$ cat src/rtl/adder_pkg.sv
// Shared definitions for the bit-serial adder: state encoding, default width
// and the carry-generation helper used by the per-bit adder.
package adder_pkg;

    localparam int WIDTH_DEFAULT = 16;

    typedef enum logic [1:0] {
        IDLE = 2'd0,
        RUN  = 2'd1,
        DONE = 2'd2
    } state_t;

    function automatic logic maj3(input logic x, input logic y, input logic z);
        return (x & y) | (x & z) | (y & z);
    endfunction

endpackage

$ cat src/rtl/full_adder_1bit.sv
// One-bit full adder; the serial adder reuses a single instance every cycle.
module full_adder_1bit
    import adder_pkg::*;
(
    input  logic a,
    input  logic b,
    input  logic c_in,
    output logic s,
    output logic c_out
);

    assign s     = a ^ b ^ c_in;
    assign c_out = maj3(a, b, c_in);

endmodule

$ cat src/rtl/serial_adder_16bit.sv
// Bit-serial adder: one operand bit per cycle, LSB first, with the result and
// carry-out published only once all WIDTH bits have been processed.
module serial_adder_16bit
    import adder_pkg::*;
#(
    parameter int WIDTH = WIDTH_DEFAULT
) (
    input  logic             clk,
    input  logic             rst,
    input  logic             start,
    input  logic [WIDTH-1:0] d_a,
    input  logic [WIDTH-1:0] d_b,
    input  logic             cin,
    output logic             busy,
    output logic             done,
    output logic [WIDTH-1:0] sum,
    output logic             cout
);

    localparam int CW = (WIDTH > 1) ? $clog2(WIDTH) : 1;
    localparam logic [CW-1:0] LAST_BIT = CW'(WIDTH - 1);

    state_t           state_q, state_d;
    logic [WIDTH-1:0] a_q, a_d;
    logic [WIDTH-1:0] b_q, b_d;
    logic             c_q, c_d;
    logic [CW-1:0]    cnt_q, cnt_d;
    logic [WIDTH-1:0] acc_q, acc_d;
    logic [WIDTH-1:0] sum_q, sum_d;
    logic             cout_q, cout_d;
    logic             done_q, done_d;
    logic             busy_q, busy_d;

    logic fa_s;
    logic fa_cout;

    full_adder_1bit u_fa (
        .a     (a_q[0]),
        .b     (b_q[0]),
        .c_in  (c_q),
        .s     (fa_s),
        .c_out (fa_cout)
    );

    always_comb begin
        state_d = state_q;
        a_d     = a_q;
        b_d     = b_q;
        c_d     = c_q;
        cnt_d   = cnt_q;
        acc_d   = acc_q;
        sum_d   = sum_q;
        cout_d  = cout_q;
        done_d  = 1'b0;

        case (state_q)
            IDLE: begin
                if (start) begin
                    a_d     = d_a;
                    b_d     = d_b;
                    c_d     = cin;
                    cnt_d   = '0;
                    acc_d   = '0;
                    state_d = RUN;
                end
            end
            RUN: begin
                a_d   = a_q >> 1;
                b_d   = b_q >> 1;
                c_d   = fa_cout;
                acc_d = {fa_s, acc_q[WIDTH-1:1]};
                // The counter parks at the last bit; the state change ends the run.
                if (cnt_q == LAST_BIT) begin
                    sum_d   = {fa_s, acc_q[WIDTH-1:1]};
                    cout_d  = fa_cout;
                    done_d  = 1'b1;
                    state_d = DONE;
                end else begin
                    cnt_d = cnt_q + CW'(1);
                end
            end
            DONE: begin
                state_d = IDLE;
            end
            default: begin
                state_d = IDLE;
            end
        endcase

        busy_d = (state_d != IDLE);
    end

    always_ff @(posedge clk) begin
        if (rst) begin
            state_q <= IDLE;
            a_q     <= '0;
            b_q     <= '0;
            c_q     <= 1'b0;
            cnt_q   <= '0;
            acc_q   <= '0;
            sum_q   <= '0;
            cout_q  <= 1'b0;
            done_q  <= 1'b0;
            busy_q  <= 1'b0;
        end else begin
            state_q <= state_d;
            a_q     <= a_d;
            b_q     <= b_d;
            c_q     <= c_d;
            cnt_q   <= cnt_d;
            acc_q   <= acc_d;
            sum_q   <= sum_d;
            cout_q  <= cout_d;
            done_q  <= done_d;
            busy_q  <= busy_d;
        end
    end

    assign busy = busy_q;
    assign done = done_q;
    assign sum  = sum_q;
    assign cout = cout_q;

endmodule

$ cat config.mk
export PLATFORM = sky130hd
export DESIGN_NAME = serial_adder_16bit
export DESIGN_NICKNAME = d
export VERILOG_FILES = /design/src/rtl/adder_pkg.sv /design/src/rtl/full_adder_1bit.sv /design/src/rtl/serial_adder_16bit.sv
export SDC_FILE = /design/constraint.sdc
export NUM_CORES = 1
export LEC_CHECK = 0
export CAP_MARGIN = 10
export CORE_ASPECT_RATIO = 2
export CORE_UTILIZATION = 54
export CTS_BUF_LIST = sky130_fd_sc_hd__clkbuf_2
export CTS_CLUSTER_SIZE = 20
export DETAILED_ROUTE_END_ITERATION = 8
export GPL_ROUTABILITY_DRIVEN = 0
export PLACE_DENSITY_LB_ADDON = 0.2
export REMOVE_ABC_BUFFERS = 1
export SETUP_SLACK_MARGIN = 0.5
export SLEW_MARGIN = 10
export SYNTH_ARGS = -nofsm -noshare
export SYNTH_HDL_FRONTEND = slang
export SYNTH_SLANG_ARGS = --single-unit
$ cat constraint.sdc
create_clock -name clk -period 1.82 [get_ports clk]
set_clock_uncertainty 0.2 [all_clocks]
set_input_delay 0.182 -clock clk [delete_from_list [all_inputs] [get_ports clk]]
set_output_delay 0.182 -clock clk [all_outputs]
set_load 0.005 [all_outputs]
Figure 1. Sequential cells grouped by signal name (run 1).
Bar = 20 um. Other sequential cells in the stronger grey, the rest of the logic in the fainter grey.
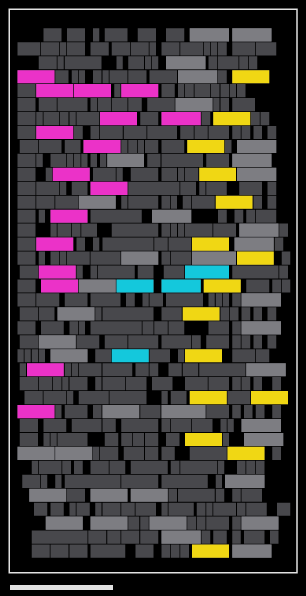
- `cnt_q`: cyan (placed flops 4; where middle)
- `acc_q`: yellow (placed flops 15)
- `b_q`: magenta (placed flops 16)
- not coloured: 38

Figure 2. Clock nets (run 1).
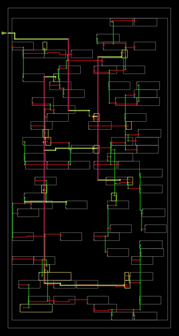
Power Clock: 1.02 mW
CTS sink cnt: 73
Flop Count: 73
clk_lat worst skew: 0.54 ns
cts bufs inserted: 9

==> impl_metrics.tcl, run 1 <==
# collected from the flow reports
set metrics [dict create \
    status "completed" \
    pwr-share-seq_pct 49.1 \
    grtUsageMet3_pct 5.41 \
    core_mm2 0.00552 \
    sw_frac_of_total_pct 28.0 \
    use_met1_pct 28.0 \
    postCtsHoldBufs 12 \
    p_switching_mw 0.989 \
    syn-cell-area_mm2 0.00312 \
    cts_root_buf "clkbuf_2" \
    setup_viol 0 \
    synth_stat.cells 342 \
    min_from "d_a[7]" \
    aoi_share_pct 26.8 \
    edf_count 0 \
    grt_pass1_wl_mm 13.4 \
    r2r_start "state_q[0]" \
    cp.required_ns 2.08 \
    r2r_setup_slack_ns 0.16 \
    dp_slack_ns -0.00544 \
    drv_slew 0 \
    grt_pass1_vias 2978 \
    cts_resized 148 \
    rsz0062_at_grt "true" \
    grtUsageMet2_pct 53.5 \
    synth-simple-area-share_pct 15.3 \
    yosys.area.top_type "dfxtp_1" \
    worst-path-max-fanout 7 \
    post-cts-setup-buffers 24 \
    r2r-end "cnt_q[2]" \
    start_kind "register" \
    layout.nets 474 \
    yosysChipArea_mm2 0.00312 \
    fmax_mhz 603 \
    syn_avg_cell_area_um2 9.14 \
    io_buffers 54 \
    p_total_mw 3.53 \
]
Figure 3. Pin placement (run 1).
Pins as bars across the die edge, other pins in grey.
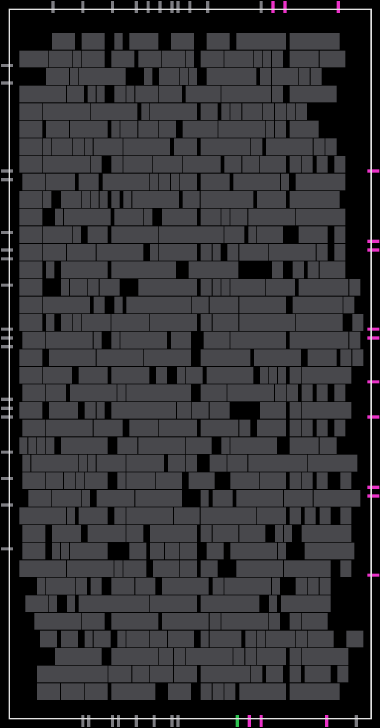
- `sum`: magenta (pins 16; direction output; edge 10 right, 3 top, 3 bottom)
- `busy`: green (pins 1; direction output; edge bottom)
- all pins by edge: 18 left, 14 top, 13 bottom, 10 right

run 1: per-stage QoR:
| stage | util, % | instance area [um2] |
|---|---|---|
| 3_5_place_dp | 66.7 | 3680 |
| 5_1_grt | 85.8 | 4730 |
| 6_report | 85.8 | 4730 |
| 2_1_floorplan | - | 2860 |
| 3_3_place_gp | 66.7 | 3680 |
| 4_1_cts | 80.3 | 4430 |
run 1: power by group through the flow:
| stage | clock, mW | combinational, mW | sequential, mW |
|---|---|---|---|
| after floorplan | 0 | 0.226 | 1.74 |
| after global placement | 0 | 0.431 | 1.74 |
| after detailed placement | 0 | 0.444 | 1.74 |
| after CTS | 1.02 | 0.632 | 1.71 |
| after global routing | 1.09 | 0.805 | 1.74 |
| final | 1.02 | 0.774 | 1.73 |
run 1: layout by cell type (no fill, tap or decap), types with 8 or more instances in the layout:
master           count
nand2_1             26
a21oi_1             23
o21ai_0              8
a21oi_4             10
a21oi_2             13
o21ai_1              8
dfxtp_1             50
buf_2               16
buf_12              10
a211oi_2            21
clkbuf_2            13
dfxtp_2             20
nand3_1             17
dlygate4sd3_1       13
a211oi_1            10
a22oi_2             16
buf_6               18
nor2_1              47
buf_4               18
clkdlybuf4s50_1     34
run 1: sequential cells by signal (all words and copies together), names as in the netlist:
name     flops
b_q         16
c_q          1
acc_q       15
sum         16
cout         1
busy         1
done         1
a_q         16
state_q      2
cnt_q        4
run 1: area by class of cell:
type                    count  area [um2]
clock buffers              12        60.1
clock inverters             4        67.6
fillers                   275         781
inverters                   3        11.3
multi-input cells         231        1720
flip-flops and latches     73        1500
well taps                  60        75.1
repair buffers            118        1310
run 1: worst max-delay path: stages, from the launching register on:
cell      delay, ns
dfxtp_4        0.41
buf_6          0.12
nor2b_4        0.18
buf_6          0.14
buf_12         0.11
buf_16         0.12
o21ai_2        0.07
a211oi_2       0.21
Figure 4. Selected gate families (run 1).
Bar = 20 um.
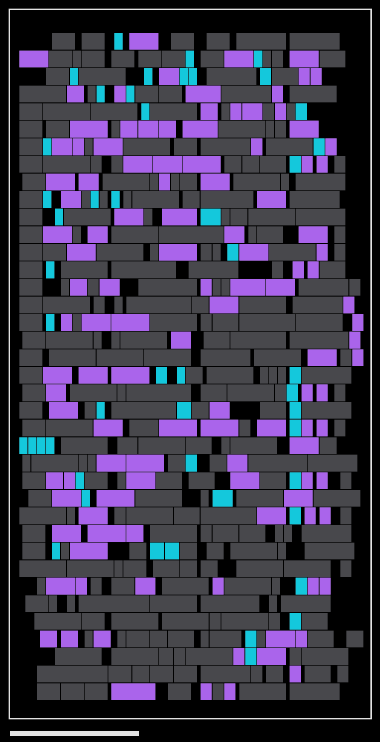

==> run 1 -> run 2 <==
Settings changed: CORE_MARGIN set to 2, SKIP_LAST_GASP set to 1.
Figure 5. Selected gate families (run 2).
Bar = 20 um.
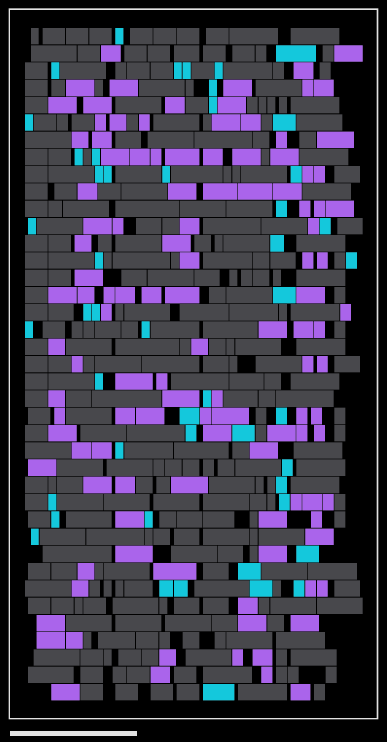
- aoi and oai cells: purple (cells 116; where spread over the die)
- nand cells: cyan (cells 48; where spread over the die)

==> run 2 against run 1 <==
Against the previous run: area after synthesis unchanged; sequential power is essentially flat; sequential cell count unchanged; core utilization rose by 1.5 points; via count is 1.5% higher; hold slack better by 0.017 ns; highest routed layer unchanged.
==> impl_metrics.tcl, run 2 <==
# collected from the flow reports
set metrics [dict create \
    path_cells "buf_6 -> o21ba_4 -> buf_12 -> buf_4 -> nor2_4 -> a211oi_2" \
    rsz0062_at_grt "true" \
    core_mm2 0.00566 \
    cts_tree "built" \
    sw_frac_of_total_pct 28.6 \
    ys_async_sr_fraction_pct 0 \
    most-common-layout-cells "dfxtp_1, clkdlybuf4s50_1, nor2_1" \
    synth.distinct_cells 36 \
    placedInstanceArea_mm2 0.00369 \
    final_cells 508 \
    p_int_mw 2.54 \
    postLayoutCellArea_mm2 0.00494 \
    layout.nets 480 \
    flop_area_mm2 0.00150 \
    yosysChipArea_mm2 0.00312 \
    p_switching_mw 1.02 \
    cts_buffers 9 \
    status "completed" \
    path_delay_family "AND-OR/OR-AND gates" \
    post-place-cells 438 \
    slowest_stage "dfxtp_4" \
    max_stage_delay_ns 0.43 \
    p_total_mw 3.56 \
    setup_viol 0 \
    ys_sh_mux_pct 1.28 \
    mostFrequentLayoutCell "dfxtp_1" \
    cts.sinks 73 \
    grt_pass1_vias 2903 \
    aoi_share_pct 26.8 \
    edf_count 0 \
    syn-cell-area_mm2 0.00312 \
    cp.required_ns 2.08 \
    synth_stat.cells 342 \
    worst-path-max-fanout 7 \
    cts_root_buf "clkbuf_2" \
    final_util_pct 87.3 \
    io_buffers 54 \
    syn_avg_cell_area_um2 9.14 \
    start_kind "register" \
    synth-simple-area-share_pct 15.3 \
    crit_buf_inv 3 \
    dp_slack_ns -0.0257 \
    area_leaders "dfxtp_1, a21oi_1, nor2_1, a211oi_1, buf_6" \
    synthTopCellsByCount "dfxtp_1, nor2_1, a21oi_1" \
    pwr-share-seq_pct 48.8 \
    dr_total_vias 3175 \
    clock_latency_ns 0.57 \
    grt_pass1_wl_mm 12.8 \
    nFillCells 264 \
    yosys.area.top_type "dfxtp_1" \
]
run 2: netlist changes by cell type in the layout (fill, tap and decap cells not counted), sizes merged:
cell	change
dlygate4sd3	+9
clkinv	-1
clkbuf	+4
buf	-6
run 2: routing by layer:
metal / share of wire, % / wire, um / global-route usage, % / vias up
met3: 5.9 / 644 / 5.69 / 46
li1: - / - / - / 1417
met5: 0 / 0 / 0 / -
met2: 54 / 5920 / 44.5 / 187
met4: 5.3 / 583 / 17.4 / 0
met1: 34 / 3750 / 25.9 / 1525
run 2: layout make-up:
class	instances	share of cell area, %
Sequential cell	73	30.3
Inverter	3	0.228
Timing Repair Buffer	124	28.0
Clock buffer	13	1.32
Clock inverter	3	1.32
Tap cell	61	1.54
Multi-Input combinational cell	231	37.3
run 2: final timing paths:
kind	cells after the start	slack, ns	end	startpoint
max	6	0.21	a_q[5]	state_q[0]
min reg2reg	2	0.29	sum[5]	sum[5]
min	3	0.02	a_q[3]	d_a[3]
max reg2reg	6	0.21	a_q[5]	state_q[0]
run 2: repair_timing:
item,CTS,global route
gates cloned,3,8
pin swaps,23,44
hold buffers,22,0
resized,138,94
endpoints found under the setup margin,92,89
setup buffers,13,8
endpoints found under the hold margin,25,0
run 2: power groups by stage:
stage	registers, mW	logic (mW)	clock network, mW
3_3_place_gp	1.74	0.429	0
2_1_floorplan	1.74	0.226	0
3_5_place_dp	1.74	0.437	0
6_report	1.74	0.766	1.06
4_1_cts	1.71	0.557	1.04
5_1_grt	1.74	0.796	1.12
run 2: tightest hold or removal path: cells and delay by family:
family	cells	cell delay, ns
compound gates	1	0.06
buf+inv	1	0.42
simple gates	1	0.09
Power figures rest on the tool's default switching activity, not on a simulated workload.
